--- config.mk ---
export PLATFORM = sky130hd
export DESIGN_NAME = udp_tx_sched
export DESIGN_NICKNAME = d
export VERILOG_FILES = /design/src/rtl/udp_tx_sched_pkg.sv /design/src/rtl/udp_tx_sched_pulse_sync.sv /design/src/rtl/udp_tx_sched.sv
export SDC_FILE = /design/constraint.sdc
export NUM_CORES = 1
export LEC_CHECK = 0
export ABC_CLOCK_PERIOD_IN_PS = 2950
export CAP_MARGIN = 0
export CORE_ASPECT_RATIO = 1.25
export CORE_MARGIN = 2
export CORE_UTILIZATION = 45
export DETAILED_ROUTE_END_ITERATION = 12
export GPL_ROUTABILITY_DRIVEN = 0
export MAX_ROUTING_LAYER = met4
export PLACE_DENSITY = 0.75
export SYNTH_ARGS = -nofsm -noshare
export SYNTH_HDL_FRONTEND = slang
export SYNTH_SLANG_ARGS = --single-unit
--- constraint.sdc ---
create_clock -name t_clk -period 2.95 [get_ports t_clk]
set_input_delay 0.295 -clock t_clk [delete_from_list [all_inputs] [get_ports t_clk]]
set_output_delay 0.295 -clock t_clk [all_outputs]
set_load 0.005 [all_outputs]
--- src/rtl/udp_tx_sched_pkg.sv ---
// Shared types and default parameters for the UDP/ARP transmit scheduler.
package udp_tx_sched_pkg;

  // Default frame and timing parameters
  localparam int unsigned UDP_BYTES_DEF = 1024;  // payload bytes per UDP frame
  localparam int unsigned LVL_W_DEF     = 12;    // width of the FIFO nibble-level input
  localparam int unsigned IFG_CYC_DEF   = 24;    // 96 bit times at 4 bits per t_clk
  localparam int unsigned WD_CYC_DEF    = 4096;  // framer watchdog limit in t_clk cycles
  localparam int unsigned ERR_W         = 8;     // width of the saturating abort counter

  // Scheduler states
  typedef enum logic [1:0] {
    S_IDLE  = 2'd0,
    S_START = 2'd1,
    S_BUSY  = 2'd2,
    S_GAP   = 2'd3
  } sched_state_t;

  // Grant selection: round-robin on contention, otherwise whichever source is pending.
  // Returns 1 for an ARP grant and 0 for a UDP grant.
  function automatic logic rr_pick_arp(input logic arp_pend,
                                       input logic udp_rdy,
                                       input logic last_arp);
    return (arp_pend & udp_rdy) ? ~last_arp : arp_pend;
  endfunction

endpackage

--- src/rtl/udp_tx_sched_pulse_sync.sv ---
// Two-flop synchroniser with a third flop for edge detection. Produces a
// one-cycle pulse in the destination clock domain for each rising edge of
// the asynchronous input.
module pulse_sync (
  input  logic clk_i,
  input  logic rst_n,
  input  logic async_i,
  output logic rise_o
);

  logic sync1_q;
  logic sync2_q;
  logic sync3_q;

  // Synchronise the level, then keep one older sample to find its rising edge
  always_ff @(posedge clk_i or negedge rst_n) begin
    if (!rst_n) begin
      sync1_q <= 1'b0;
      sync2_q <= 1'b0;
      sync3_q <= 1'b0;
    end else begin
      sync1_q <= async_i;
      sync2_q <= sync1_q;
      sync3_q <= sync2_q;
    end
  end

  assign rise_o = sync2_q & ~sync3_q;

endmodule

--- src/rtl/udp_tx_sched.sv ---
// Transmit-side scheduler: arbitrates the single nibble-wide tx framer between
// ARP replies and UDP payload frames, enforces the inter-frame gap and aborts
// a frame whose framer never reports completion.
module udp_tx_sched
  import udp_tx_sched_pkg::*;
#(
  parameter int unsigned UDP_BYTES = UDP_BYTES_DEF,
  parameter int unsigned LVL_W     = LVL_W_DEF,
  parameter int unsigned IFG_CYC   = IFG_CYC_DEF,
  parameter int unsigned WD_CYC    = WD_CYC_DEF
) (
  input  logic             t_clk,
  input  logic             rst_n,
  input  logic             arp_req,
  input  logic             udp_en,
  input  logic [LVL_W-1:0] udp_level,
  input  logic             tx_done,
  output logic             tx_start,
  output logic             tx_arp,
  output logic             tx_abort,
  output logic             sched_busy,
  output logic [ERR_W-1:0] wd_err_cnt
);

  localparam int unsigned WD_W  = (WD_CYC  > 1) ? $clog2(WD_CYC)  : 1;
  localparam int unsigned GAP_W = (IFG_CYC > 1) ? $clog2(IFG_CYC) : 1;

  // FIFO must hold a full frame's worth of nibbles before UDP may be granted
  localparam logic [LVL_W-1:0] UDP_THRESH = LVL_W'(2 * UDP_BYTES);
  localparam logic [WD_W-1:0]  WD_LAST    = WD_W'(WD_CYC - 1);
  localparam logic [GAP_W-1:0] GAP_LAST   = GAP_W'(IFG_CYC - 1);

  sched_state_t     state_q;
  logic             arp_pend_q;
  logic             arp_pend_d;
  logic             last_arp_q;
  logic             tx_start_q;
  logic             tx_arp_q;
  logic             tx_abort_q;
  logic             busy_q;
  logic [WD_W-1:0]  wd_cnt_q;
  logic [GAP_W-1:0] gap_cnt_q;
  logic [ERR_W-1:0] err_q;

  logic arp_rise;
  logic udp_rdy;
  logic grant_valid;
  logic grant_arp;

  pulse_sync u_arp_sync (
    .clk_i   (t_clk),
    .rst_n   (rst_n),
    .async_i (arp_req),
    .rise_o  (arp_rise)
  );

  assign udp_rdy     = udp_en & (udp_level >= UDP_THRESH);
  assign grant_valid = (state_q == S_IDLE) & (arp_pend_q | udp_rdy);
  assign grant_arp   = rr_pick_arp(arp_pend_q, udp_rdy, last_arp_q);

  // Pending ARP request: a new edge wins over the clear so a request that
  // lands exactly on an ARP grant is kept for the next frame.
  always_comb begin
    arp_pend_d = arp_pend_q;
    if (grant_valid && grant_arp) begin
      arp_pend_d = 1'b0;
    end
    if (arp_rise) begin
      arp_pend_d = 1'b1;
    end
  end

  // Register the pending-ARP flag
  always_ff @(posedge t_clk or negedge rst_n) begin
    if (!rst_n) begin
      arp_pend_q <= 1'b0;
    end else begin
      arp_pend_q <= arp_pend_d;
    end
  end

  // Scheduler FSM with registered outputs, watchdog and gap counters
  always_ff @(posedge t_clk or negedge rst_n) begin
    if (!rst_n) begin
      state_q    <= S_IDLE;
      last_arp_q <= 1'b0;
      tx_start_q <= 1'b0;
      tx_arp_q   <= 1'b0;
      tx_abort_q <= 1'b0;
      busy_q     <= 1'b0;
      wd_cnt_q   <= '0;
      gap_cnt_q  <= '0;
      err_q      <= '0;
    end else begin
      tx_start_q <= 1'b0;
      tx_abort_q <= 1'b0;
      case (state_q)
        S_IDLE: begin
          if (grant_valid) begin
            state_q    <= S_START;
            tx_start_q <= 1'b1;
            tx_arp_q   <= grant_arp;
            busy_q     <= 1'b1;
          end
        end
        S_START: begin
          wd_cnt_q <= '0;
          state_q  <= S_BUSY;
        end
        S_BUSY: begin
          wd_cnt_q <= wd_cnt_q + 1'b1;
          // Completion takes priority over a watchdog expiry in the same cycle
          if (tx_done) begin
            last_arp_q <= tx_arp_q;
            gap_cnt_q  <= '0;
            state_q    <= S_GAP;
          end else if (wd_cnt_q == WD_LAST) begin
            tx_abort_q <= 1'b1;
            if (err_q != '1) begin
              err_q <= err_q + 1'b1;
            end
            gap_cnt_q <= '0;
            state_q   <= S_GAP;
          end
        end
        S_GAP: begin
          if (gap_cnt_q == GAP_LAST) begin
            busy_q  <= 1'b0;
            state_q <= S_IDLE;
          end else begin
            gap_cnt_q <= gap_cnt_q + 1'b1;
          end
        end
        default: begin
          state_q <= S_IDLE;
        end
      endcase
    end
  end

  assign tx_start   = tx_start_q;
  assign tx_arp     = tx_arp_q;
  assign tx_abort   = tx_abort_q;
  assign sched_busy = busy_q;
  assign wd_err_cnt = err_q;

endmodule
==> run notes, run 1 <==
In this run the worst setup path terminates at gap_cnt_q[3]. The run gives 74.0% for the final worst-path cycle share. The simple-gate portion of the synthesized area came out at 23.4%. The report lists the power per cell area as 705 nW/um^2. Leaving out fill and tap cells, the most frequent cells in the layout are sky130_fd_sc_hd__dfrtp_1, sky130_fd_sc_hd__clkdlybuf4s50_1, sky130_fd_sc_hd__nand3_1.

With the count of tool warnings at 40, the number of flip-flops and latches in the synthesized netlist is 36. The worst setup path is captured at a register. In this run the clock root is driven by a sky130_fd_sc_hd__clkbuf_8. In the power breakdown, the biggest contributor is registers. For met3 alone, demand over resource in global routing was 4.58%. The number of ports placed on the die boundary came out at 29. Count of placed standard cells including taps: 250. With the maximum fanout encountered on the critical timing path at 12, the count of inverters not on the clock network in the layout is 10. The first global-routing pass estimated 5870 microns of wire. Routed signal wires occupy layers up through met4. The logs give 4720 sq um for the area of the die and 918 sq um for the area used by multi-input combinational logic.

Per the post-CTS timing run, clock transition at the registers of the reported paths is 0.07 ns. Tracing the worst setup path back leads to its startpoint at state_q[0]. With the relative contribution of sequential cells to total power at 41.4%, the total global routing overflow is 0. Yosys-reported design area after synthesis: 1880 sq um. For hold timing, the worst endpoint is u_arp_sync.sync2_q. The final hold violation count is 0. Buffer-and-inverter tally for the worst setup path: 2. The sequential cell count of the final layout was 36; the number of multi-input logic gates was 129. The number of flip-flops in the largest register works out to 12. The critical path goes through inv_1 > ha_1 > inv_1 > nor2_1 > a21oi_1 > a22o_1. The run gives 18.4% as the met1 usage.

Setup repair after global routing left no endpoint under its margin. The flow ran to the end, and the final reports show no timing, DRC or antenna violations. Reported combinational group power: 0.549 mW.

Startpoint kind of the worst setup timing path: a register. Maximum number of pins on one net before global-route repair: 37. The slew check shows that the tightest pin keeps a relative margin of 54.0%. The critical-path cell with the highest stage delay was sky130_fd_sc_hd__nor2_1. The floorplan-stage core utilization is 46.3%, and the share of cell area taken by multi-input logic gates is 41.7%. The global routing report lists met2 layer usage as 27.1%.

The fraction of synthesized cell area in xor and xnor cells was 4.19%. Among all flip-flop cells after synthesis, the most frequent one is sky130_fd_sc_hd__dfrtp_1. The fraction of synthesized area in multiplexers came out at 2.46%. Max-cap violations in this run came to 0.

On the worst path, the slowest cell contributes a delay of 0.57 ns. From the final report, the count of setup violators was given as 0. Per the OpenROAD timing report, the critical path contains 6 cells.

For this block, wires on met1 add up to 1410 microns. For reference, the top logic cell family by area is simple AND/OR/NAND/NOR gates. Relative to the synthesized area, the layout overhead comes to 16.9%. The design received a total of 56 well taps at floorplan.

Buffers inserted to repair hold after CTS numbered 0. Power comes to 1.55 mW. The run gives 2200 sq um for the final instance area.

The worst path meets setup with 0.768 ns of slack. The run gives 3350 microns as the final wirelength. Counting cells, the worst reg-to-reg path comes to 6. The share of cells above drive strength 1 was 11.4%. According to the report, the first pass of detailed routing completed in 4 iterations. For the relative contribution of combinational cells to total power, the log shows 35.4%. The area share of the largest cell type after synthesis came out at 47.8%. The tools report the filler cell count in the final layout as 356. With the number of diodes added for antenna fixing at 0, the sequential share of cell area is 40.9%. Per the post-place timing report, worst setup slack is 0.759 ns. After synthesis, the share of flip-flops with an asynchronous set or reset is 100%. The type recorded for the worst min-delay path is reg -> reg. The start point of the worst hold path was u_arp_sync.sync1_q.

The tools report the slack of the worst reg-to-reg path as 0.77 ns. The run gives 5.47 for the post-detailed-route via-to-cell ratio. The H-tree level count was 2. The number of global-route vias before repair was 1443. Per the power-grid run, VDD falls by no more than 0.465 mV.

For this design the static power due to leakage is 1.02 nW. Note, the detailed placer reported a final HPWL of 2430 microns. In this run, synthesis inferred 0 flip-flops with an integrated enable. Yosys reports that the most numerous cell types are sky130_fd_sc_hd__dfrtp_1, sky130_fd_sc_hd__nand3_1, sky130_fd_sc_hd__nand2_1, sky130_fd_sc_hd__o21ai_0, sky130_fd_sc_hd__nor2_1. The tools report the post-synthesis cell count as 180. The non-clock buffering overhead in the final layout was 8.41%. TritonCTS built the clock tree. The post-CTS setup buffer count was 0; the number of clock sinks was 36. The detail route stage leaves a number of antenna-violating nets equal to 0.

The clock buffer count from CTS came out at 5. Once placement finished, the instance area stood at 2110 sq um. Sorting the synthesized cells by area gives the leading types as sky130_fd_sc_hd__dfrtp_1, sky130_fd_sc_hd__ha_1, sky130_fd_sc_hd__nand3_1. In the final timing run, aggregate negative setup slack is 0 ns.

The run gives 180 as the number of cells in Yosys stat. The post-route DRC violation count is 0. The timing report shows the most common cell along the critical path to be sky130_fd_sc_hd__inv_1. Across all hold checks on the routed design, the worst slack comes to 0.351 ns. For reference, the final report shows the max-slew violation count at 0. The report lists the number of cells resized after CTS as 0. With the number of core rows at 26, the met2 layer wire length in the routed design is 1760 microns. Sequential cells were found to cover 47.8% of the synthesized design area. The synthesized netlist devotes 14.1% of its cell area to compound gates. Per the layout report, the design carries 8 clock buffers. Per the CTS log, the buffer count on the longest clock path is 2. The flow reports power dissipated in sequential cells as 0.642 mW. The run gives 901 sq um for the register cell area after layout. Of the total synthesized cell area, the portion taken by full adders, half adders and majority gates is 4.65%. In the Yosys stats the netlist draws on 47 distinct library cells. The transition time recorded at the tightest slew-check pin is 0.687 ns. met2 is the most crowded layer.

The run gives 36.0% for the switching power share of the total. The type of the setup path with the least slack was reg -> reg. sky130_fd_sc_hd__dfrtp_1 is the most common cell in the netlist. With the net switching power at 0.560 mW, the cell-internal power is 0.993 mW. With the final-layout clock-cell area share at 4.09%, the core area is 4070 sq um. The register ranked first by flip-flop count was wd_cnt_q. The data arrival time at the worst-slack endpoint came out at 2.36 ns. Counting the warning lines in the Yosys log gives 0. The run gives 204 for the net count of the mapped netlist. For the required arrival time at the worst endpoint, the log shows 3.13 ns. Kind of cell adding the most delay to the critical path: simple AND/OR/NAND/NOR gates.

The overall fraction of global-route tracks in use was 16.6%; the detailed route wirelength on metal3 was 108 microns. A synthesized cell averages 10.5 sq um. The post-layout utilization of the core is 54.2%, and the number of standard cells in the final layout excluding fillers is 258. The time the final worst path needs with I/O delays and setup was 2.18 ns; the highest achievable clock rate was 458 MHz.

Non-clock buffers in the final layout number 19. Initial antenna violation count: 0. The post-synthesis cell type with the largest combined area is sky130_fd_sc_hd__dfrtp_1. By area, combinational gates come first.

STA lists the startpoint of the worst register-to-register path as state_q[0]. The logs give 225 for the net count of the finished layout and 1880 sq um for the combined area of all synthesized cells. Per report_power, the clock group accounts for 23.3% of the total. Among logic cells in the layout, the one with the most instances is sky130_fd_sc_hd__dfrtp_1. For the clock latency on the worst-skew pair, the log shows 0.29 ns. The count of cells along the worst hold path is 0.
run_1/layers.png
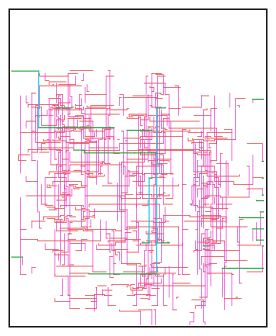
green -> M3  # wire length 108 microns
red -> M1  # wire length 1410 microns
magenta -> M2  # wire length 1760 microns
cyan -> M4  # wire length 69.4 microns
overall via count from detail_route: 1411
routed len/inst: 13.0 microns

run_1/clock_wires.png
The bar under the picture is 20 microns long.
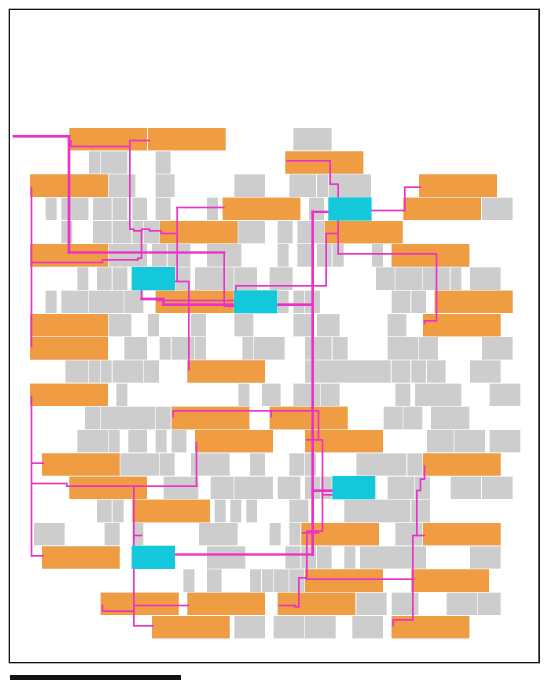
magenta -> clock wires  # length 478 microns
orange -> flip-flops  # count 36
cyan -> clock-net drivers  # count 5
flops lie = widely spread
routed clock nets = 6
final setup skew: 0.00520 ns
clock group power: 0.361 mW

run_1/pinout.png
Pins as bars across the die edge, other pins in grey.
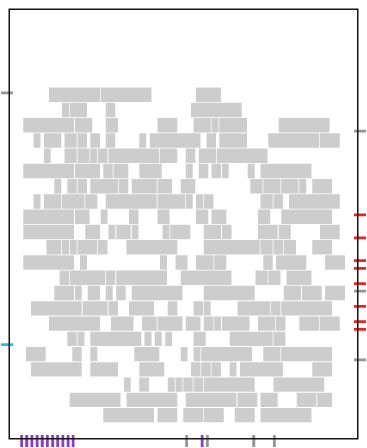
red -> `wd_err_cnt`  # pins 8, direction output, edge right
cyan -> `arp_req`  # pins 1, direction input, edge left
purple -> `udp_level`  # pins 12, direction input, edge bottom
all pins by edge = 16 bottom, 11 right, 2 left
floorplan die width: 61.9 microns
IO buf count: 17
die height: 76.3 microns

run_1/class_map.png
Fill, decap, tap and diode cells in grey.
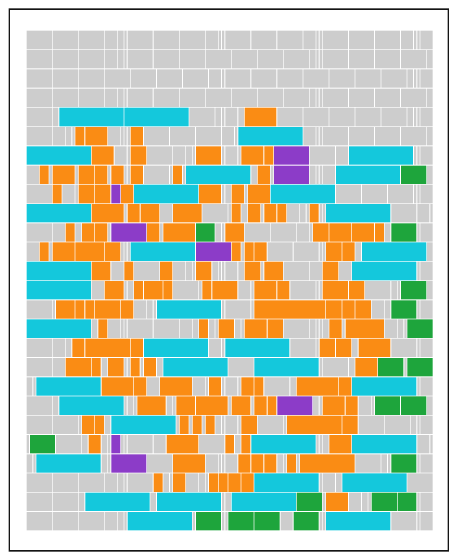

--- run 2 (diff from run 1) ---
--- a/config.mk
+++ b/config.mk
@@ -5,7 +5,7 @@
 export SDC_FILE = /design/constraint.sdc
 export NUM_CORES = 1
 export LEC_CHECK = 0
-export ABC_CLOCK_PERIOD_IN_PS = 2950
+export ABC_CLOCK_PERIOD_IN_PS = 2250
 export CAP_MARGIN = 0
 export CORE_ASPECT_RATIO = 1.25
 export CORE_MARGIN = 2
==> constraint.sdc (replaced) <==
create_clock -name t_clk -period 2.25 [get_ports t_clk]
set_input_delay 0.225 -clock t_clk [delete_from_list [all_inputs] [get_ports t_clk]]
set_output_delay 0.225 -clock t_clk [all_outputs]
set_load 0.005 [all_outputs]
run_2/class_map.png
Fill, decap, tap and diode cells in grey.
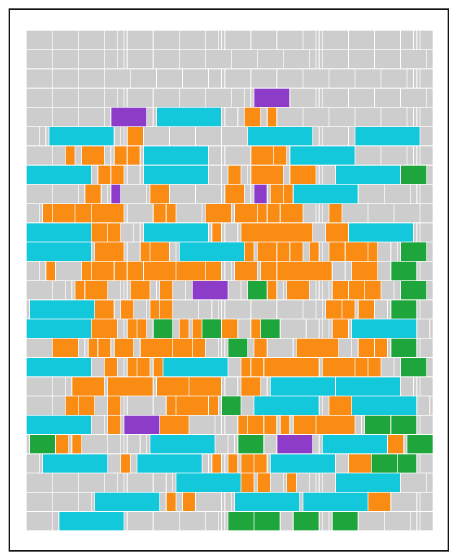
green -> remaining buffers and delay cells  # cells 24, share of their area 10%
purple -> clock drivers and dummy loads  # cells 7, share of their area 3.6%
cyan -> registers  # cells 36, share of their area 42%
orange -> remaining logic cells  # cells 139, share of their area 44%
fin util: 54.8%
site row count: 26
fraction of standard cell area that is sequential: 40.4%
CORE AREA: 4070 sq um
post-route cell area: 2230 sq um

run_2/clock_wires.png
The bar under the picture is 20 microns long.
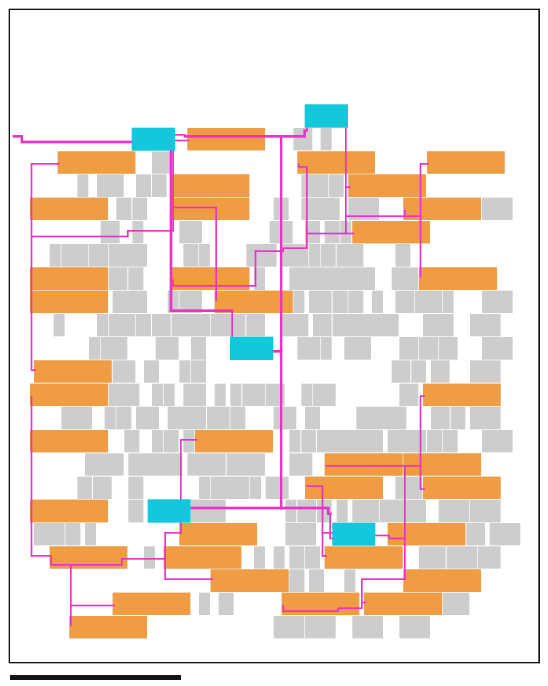
cyan -> clock-net drivers  # count 5
orange -> flip-flops  # count 36
magenta -> clock wires  # length 442 microns
flops lie = widely spread
routed clock nets = 6
clock group power: 0.421 mW
final setup skew: 0.00438 ns

==> run notes, run 2 <==
The run finished with clean final reports. The type of the setup path with the least slack was reg -> reg. Between the synthesized netlist and the finished layout, the area growth was recorded as 18.3%. The cell-mix breakdown from Yosys lists the XOR/XNOR area share as 4.19%. For the total negative slack for setup checks, the log shows 0 ns. The final worst-path cycle share is 93.7%. A synthesized cell averages 10.5 sq um. The filler cell count in the final layout is 369. Per the cell usage report, the commonest logic cell in the layout is sky130_fd_sc_hd__dfrtp_1. The synthesized netlist contains 47 unique library cells. For this run, the number of Yosys warnings is 0. The delay of the slowest critical-path stage is 0.67 ns.

In this run the count of I/O pins placed on the die edge is 29. The post-synthesis cell type with the largest combined area was sky130_fd_sc_hd__dfrtp_1. After detailed routing, the number of remaining DRC violations is 0.

The run gives 21.2% for the met1 usage. The destination of the critical timing path was wd_err_cnt[1]. The critical path runs through a total of 5 cells. The iteration count recorded for the first detailed-route pass is 4.

The run gives 0.445 ns for the pin slew with the least headroom to its limit. The run gives 56 for the tap cell instance count. Among all cell types in the netlist, the one instantiated most often is sky130_fd_sc_hd__dfrtp_1.

Number of standard cells in the final layout excluding fillers: 262. The run gives 36 for the number of flip-flops and latches in the synthesized netlist. The startpoint kind of the worst setup timing path was a register. The run gives 10.0% for the non-clock buffering overhead in the final layout. The fraction of final cell area spent on clock buffers and inverters in this run is 3.48%. Entering global routing, the biggest net connects 37 pins. Summing the sequential cell areas from Yosys gives 47.8% of the chip area. With the number of cells on the worst reg-to-reg path at 5, the sequential cell count of the final layout is 36. Setup repair after global routing left no endpoint under its margin. The critical-path cell with the highest stage delay was sky130_fd_sc_hd__or4_4. The horizontal die dimension reported for this design is 61.9 microns.

The clock buffers instantiated in the layout total 6. Per the GRT congestion report, total overflow comes to 0. For the combinational group, total power comes out at 0.802 mW. The ratio of total power to cell area was 927 nW/um^2; the fraction of synthesized area in multiplexers was 2.46%.

After clock tree synthesis, the setup repair step added 0 buffers. Per the post-synthesis report, the nets total 204. The run gives 9 for the maximum fanout encountered on the critical timing path. The synthesis report lists the most area-consuming cells as sky130_fd_sc_hd__dfrtp_1, sky130_fd_sc_hd__ha_1, sky130_fd_sc_hd__nand3_1. Non-clock buffers in the final layout number 24. The post-cts hold buffer count was 0; the number of endpoints failing setup at the final stage was 0. After the last flow step, the layout net total stands at 230. Per the post-synthesis report, the number of cells in the design is 180.

The number of flops mapped to enable cells by yosys came out at 0. In this run, placement finished with an instance count of 255. For the met3 track demand over resource, the log shows 4.58%.

TritonCTS built the clock tree. The floorplan step set the die height to 76.3 microns. After clock tree synthesis, the repair step resized 0 gates. The completed layout was analyzed and its total power is 2.06 mW.

The logs give 129 for the number of multi-input logic gates and 46.3% for the floorplan-stage core utilization. The leakage power in the latest report is 1.04 nW. In this run the tightest slew margin relative to its limit is 70.3%. CTS placed an instance of sky130_fd_sc_hd__clkbuf_8 at the clock tree root.

The min-delay analysis places its worst path in the category in -> async. Most area-hungry cell class in the final design: combinational gates. In this run the worst setup path begins at wd_cnt_q[0]. The switching power share of the total came out at 36.3%. In this run the critical path is formed by ha_1 > nand3_4 > or4_4 > nor3_4 > mux2_4. Using the TritonRoute via totals, the vias-per-cell ratio works out to 5.27.

The layout report lists the combined flip-flop and latch area as 901 sq um. The simple-gate portion of the synthesized area is 23.4%, and the detailed route wirelength on metal3 is 115 microns. Number of maximum-capacitance violations: 0. With the total placed instance area at 2150 sq um, the area share of the largest cell type after synthesis is 47.8%. Combined area of all synthesized cells: 1880 sq um. The tools report the relative contribution of combinational cells to total power as 38.8%.

The script reports the combined buffer and inverter count of the critical path as 0. The flow reports that sequential cells draw 40.8% of the design power. The run gives 1850 microns as the met2 layer wire length in the routed design. The run gives 1880 sq um for the yosys-reported design area after synthesis. For the worst setup path, the data required time is 2.42 ns.

Compound-gate portion of the synthesized area: 14.1%. The area fraction in full adders, half adders and majority gates came out at 4.65%. Highest-power group: registers. The first global-routing pass estimated 6290 microns of wire.

Multi-input gates account for 41.2% of the area. For the met1 wire length, the log shows 1420 microns. The capturing element type of the critical path was a register.

Final hold analysis gives a worst-case slack of 0.345 ns. The share of cells above drive strength 1 works out to 13.6%.
run_2/layers.png
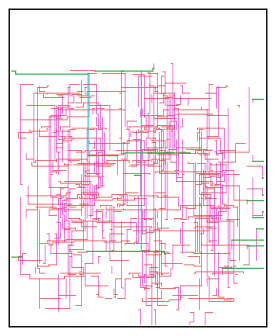
magenta -> M2  # wire length 1850 microns
green -> M3  # wire length 116 microns
cyan -> M4  # wire length 63.2 microns
red -> M1  # wire length 1420 microns
detailed-route wire length: 3450 microns
routed len/inst: 13.2 microns
global router's overall resource usage: 18.0%
overall via count from detail_route: 1380

Power and IR drop assume default switching activity.
